[src/rtl/me_pkg.sv]
// Shared row geometry and loader FSM encoding for the motion-estimation datapath.
package me_pkg;
   localparam int PIXEL = 8;
   localparam int X     = 32;
   localparam int ROW_W = PIXEL * X;

   typedef enum logic [1:0] {
      IDLE  = 2'd0,
      FETCH = 2'd1,
      FLUSH = 2'd2,
      DONE  = 2'd3
   } load_state_t;
endpackage

[src/rtl/row_fifo2.sv]
// Two-entry row FIFO; head is visible combinationally, push on full is accepted only with a pop.
// Latency: a pushed row is at the head the cycle after the push when the FIFO was empty.
module row_fifo2 #(
   parameter int W = me_pkg::ROW_W
) (
   input  logic         clk,
   input  logic         rst,
   input  logic         push,
   input  logic [W-1:0] din,
   input  logic         pop,
   output logic [W-1:0] dout,
   output logic         full,
   output logic         empty
);
   logic [W-1:0] mem [2];
   logic         wr_ptr;
   logic         rd_ptr;
   logic [1:0]   count;
   logic         do_push;
   logic         do_pop;

   assign full    = (count == 2'd2);
   assign empty   = (count == 2'd0);
   assign do_pop  = pop & ~empty;
   assign do_push = push & (~full | do_pop);
   assign dout    = mem[rd_ptr];

   // On full, wr_ptr == rd_ptr: the head slot is overwritten as it is read out.
   always_ff @(posedge clk or posedge rst) begin
      if (rst) begin
         mem[0] <= '0;
         mem[1] <= '0;
         wr_ptr <= 1'b0;
         rd_ptr <= 1'b0;
         count  <= 2'd0;
      end else begin
         if (do_push) begin
            mem[wr_ptr] <= din;
            wr_ptr      <= ~wr_ptr;
         end
         if (do_pop) rd_ptr <= ~rd_ptr;
         count <= count + {1'b0, do_push} - {1'b0, do_pop};
      end
   end
endmodule

[src/rtl/ref_row_loader.sv]
// Loads ROWS search-window rows from external memory into the reference memory, one request in flight.
// Latency: mem_ack at t gives beg_en at t+1; dst_ready low fills the 2-row FIFO, then mem_req is withheld.
module ref_row_loader #(
   parameter int PIXEL = me_pkg::PIXEL,
   parameter int X     = me_pkg::X,
   parameter int ROWS  = 64
) (
   input  logic                 clk,
   input  logic                 rst,
   input  logic                 start,
   input  logic [19:0]          base_addr,
   input  logic [19:0]          stride,
   output logic                 mem_req,
   output logic [19:0]          mem_addr,
   input  logic                 mem_ack,
   input  logic [PIXEL*X-1:0]   mem_data,
   output logic [PIXEL*X-1:0]   ref_input,
   output logic                 beg_en,
   output logic [6:0]           wr_address,
   input  logic                 dst_ready,
   output logic                 busy,
   output logic                 done
);
   import me_pkg::*;

   localparam logic [7:0] ROWS_N = 8'(ROWS);

   load_state_t state;
   logic [7:0]  req_cnt;
   logic [7:0]  wr_cnt;
   logic [19:0] stride_q;
   logic        fifo_full;
   logic        fifo_empty;
   logic        push;

   // An ack without a pending request (stray or post-reset) never reaches the FIFO.
   assign push       = mem_req & mem_ack;
   assign beg_en     = ~fifo_empty & dst_ready;
   assign wr_address = wr_cnt[6:0];

   row_fifo2 #(.W(PIXEL*X)) u_fifo (
      .clk   (clk),
      .rst   (rst),
      .push  (push),
      .din   (mem_data),
      .pop   (beg_en),
      .dout  (ref_input),
      .full  (fifo_full),
      .empty (fifo_empty)
   );

   // mem_addr doubles as the running row address so it is stable while mem_req is high.
   always_ff @(posedge clk or posedge rst) begin
      if (rst) begin
         state    <= IDLE;
         mem_req  <= 1'b0;
         mem_addr <= '0;
         stride_q <= '0;
         req_cnt  <= '0;
         wr_cnt   <= '0;
         busy     <= 1'b0;
         done     <= 1'b0;
      end else begin
         if (push) begin
            mem_req  <= 1'b0;
            mem_addr <= mem_addr + stride_q;
            req_cnt  <= req_cnt + 8'd1;
         end
         if (beg_en) wr_cnt <= wr_cnt + 8'd1;

         case (state)
            IDLE: begin
               if (start) begin
                  state    <= FETCH;
                  busy     <= 1'b1;
                  mem_addr <= base_addr;
                  stride_q <= stride;
                  req_cnt  <= '0;
                  wr_cnt   <= '0;
               end
            end
            FETCH: begin
               if (req_cnt == ROWS_N) state <= FLUSH;
               else if (!mem_req && !fifo_full) mem_req <= 1'b1;
            end
            FLUSH: begin
               if (wr_cnt == ROWS_N) begin
                  state <= DONE;
                  done  <= 1'b1;
               end
            end
            DONE: begin
               done  <= 1'b0;
               busy  <= 1'b0;
               state <= IDLE;
            end
            default: state <= IDLE;
         endcase
      end
   end
endmodule
[config.mk]
export PLATFORM = sky130hd
export DESIGN_NAME = ref_row_loader
export DESIGN_NICKNAME = d
export VERILOG_FILES = /design/src/rtl/me_pkg.sv /design/src/rtl/row_fifo2.sv /design/src/rtl/ref_row_loader.sv
export SDC_FILE = /design/constraint.sdc
export NUM_CORES = 1
export LEC_CHECK = 0
export CORE_MARGIN = 2
export CORE_UTILIZATION = 35
export DETAILED_ROUTE_END_ITERATION = 16
export GPL_ROUTABILITY_DRIVEN = 1
export PLACE_DENSITY = 0.67
export SLEW_MARGIN = 40
export SYNTH_ARGS = -nofsm -noshare
export SYNTH_HDL_FRONTEND = slang
export SYNTH_HIERARCHICAL = 1
export SYNTH_SLANG_ARGS = --single-unit
[constraint.sdc]
create_clock -name clk -period 25.5 [get_ports clk]
set_input_delay 6.375 -clock clk [delete_from_list [all_inputs] [get_ports clk]]
set_output_delay 6.375 -clock clk [all_outputs]
set_load 0.05 [all_outputs]
==> flow_summary.yaml <==
# synthesis and place-and-route metrics
sta:
  fmax_ghz: 0.0682
  worst_pin_slew_ns: 0.840
  finalSetupViolCount: 0
global_routing:
  grt_first_pass_wirelength_um: 112000
  grt_pass1_vias: 18900
floorplanning:
  rows: 103
finish:
  seq_cells: 577
worst_setup_path:
  critical_path.endpoint: "beg_en"
  reg2reg_depth: 7
  endpoint_kind: "output pin"
route:
  route.antenna.remaining_nets: 0
  top_layer_used: "met5"
placed_design:
  gp_congestion: 0.821
yosys:
  synth_area_mm2: 0.0280
  fp_nets: 2137
  ys_warn_count: 6
  ys_seq_share_pct: 51.5
  topCellsByArea: "dfrtp_1, mux2_4, mux2_2"
outcome:
  status: "complete, no violations"
[through the flow]
step	setup WS (ns)	hold slack (ns)	utilization, %
after floorplan	4.71	0.450	-
after global placement	10.84	0.465	43.4
after detailed placement	10.83	0.467	43.7
after CTS	10.81	0.481	46.6
after global routing	10.68	0.500	46.6
final	10.83	0.481	46.6
[critical path, cell delays in order]
cell and delay (ns):
clkdlybuf4s50_1 0.47, nor2b_1 0.51, clkdlybuf4s50_1 0.94
[sequential cells by signal (all words and copies together), names as in the netlist]
register / cells
mem_addr: 20
done: 1
u_fifo/count: 2
busy: 1
req_cnt: 8
wr_cnt: 8
state: 2
u_fifo/rd_ptr: 1
stride_q: 20
mem_req: 1
u_fifo/mem: 512
u_fifo/wr_ptr: 1
final_congestion.png
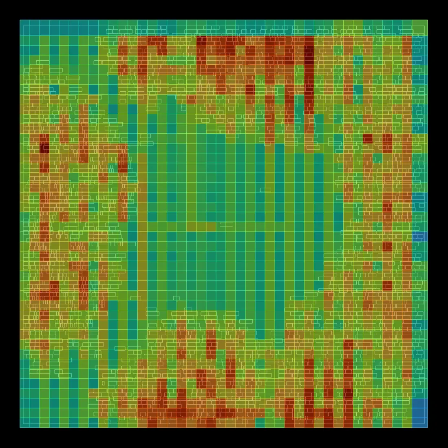
Avg WL per Cell: 20.7 um
met3 Track Usage GR: 4.93%
met2 Use GR: 28.9%
gr busiest metal: met2

port_nets.png
Bar = 100 um.
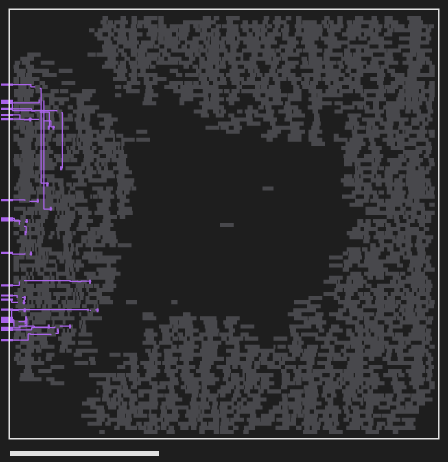
Purple marks `stride`, bits 20, direction input, end cells 20, buffers 20, wire 659 um.
io pins: 588
I/O Buffers: 587

clock_map.png
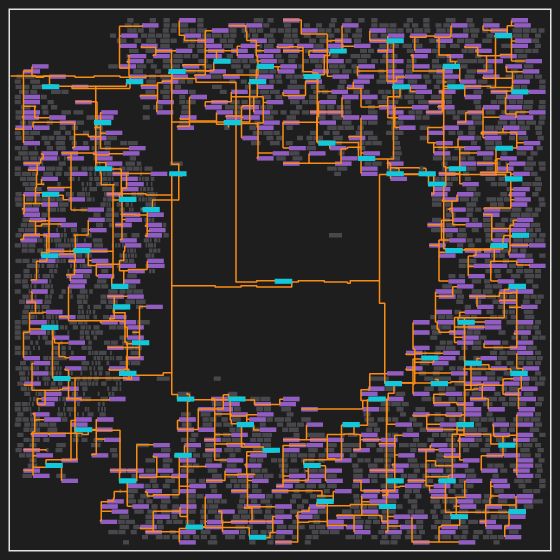
Orange marks clock wires, length 8120 um. Cyan marks cells driving clock nets, count 69. Purple marks flip-flops, count 577.
Position of the flops: widely spread. There are 70 routed clock nets.

met1.png
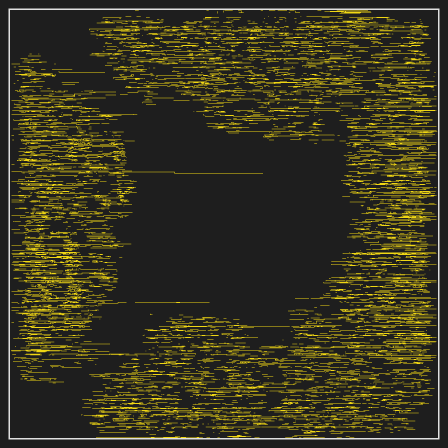
The layer carries 29.5 mm of wire. 2501 nets have wire on it. The wires run mostly horizontal. The longest straight run is 71.3 um. The layer holds 41% of the routed length.
wirelength, routed: 72400 um
Vias: 16800
GR Util met1: 20.9%

registers.png
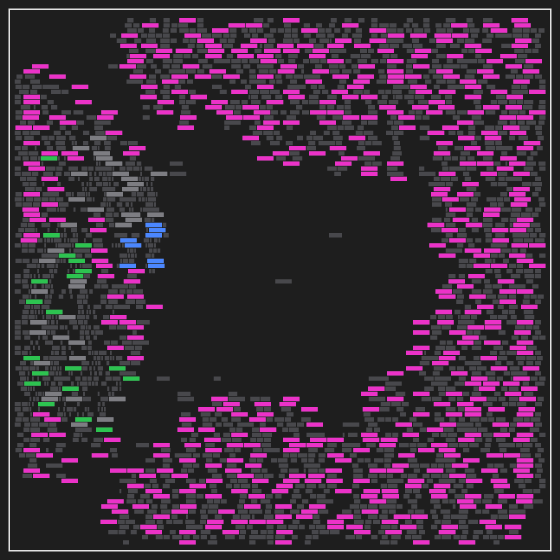
Blue marks `req_cnt`, flops 8, where left middle. Magenta marks `u_fifo/mem`, flops 512, where widely spread. Green marks `stride_q`, flops 20.
Another 37 sequential cells are not colored.

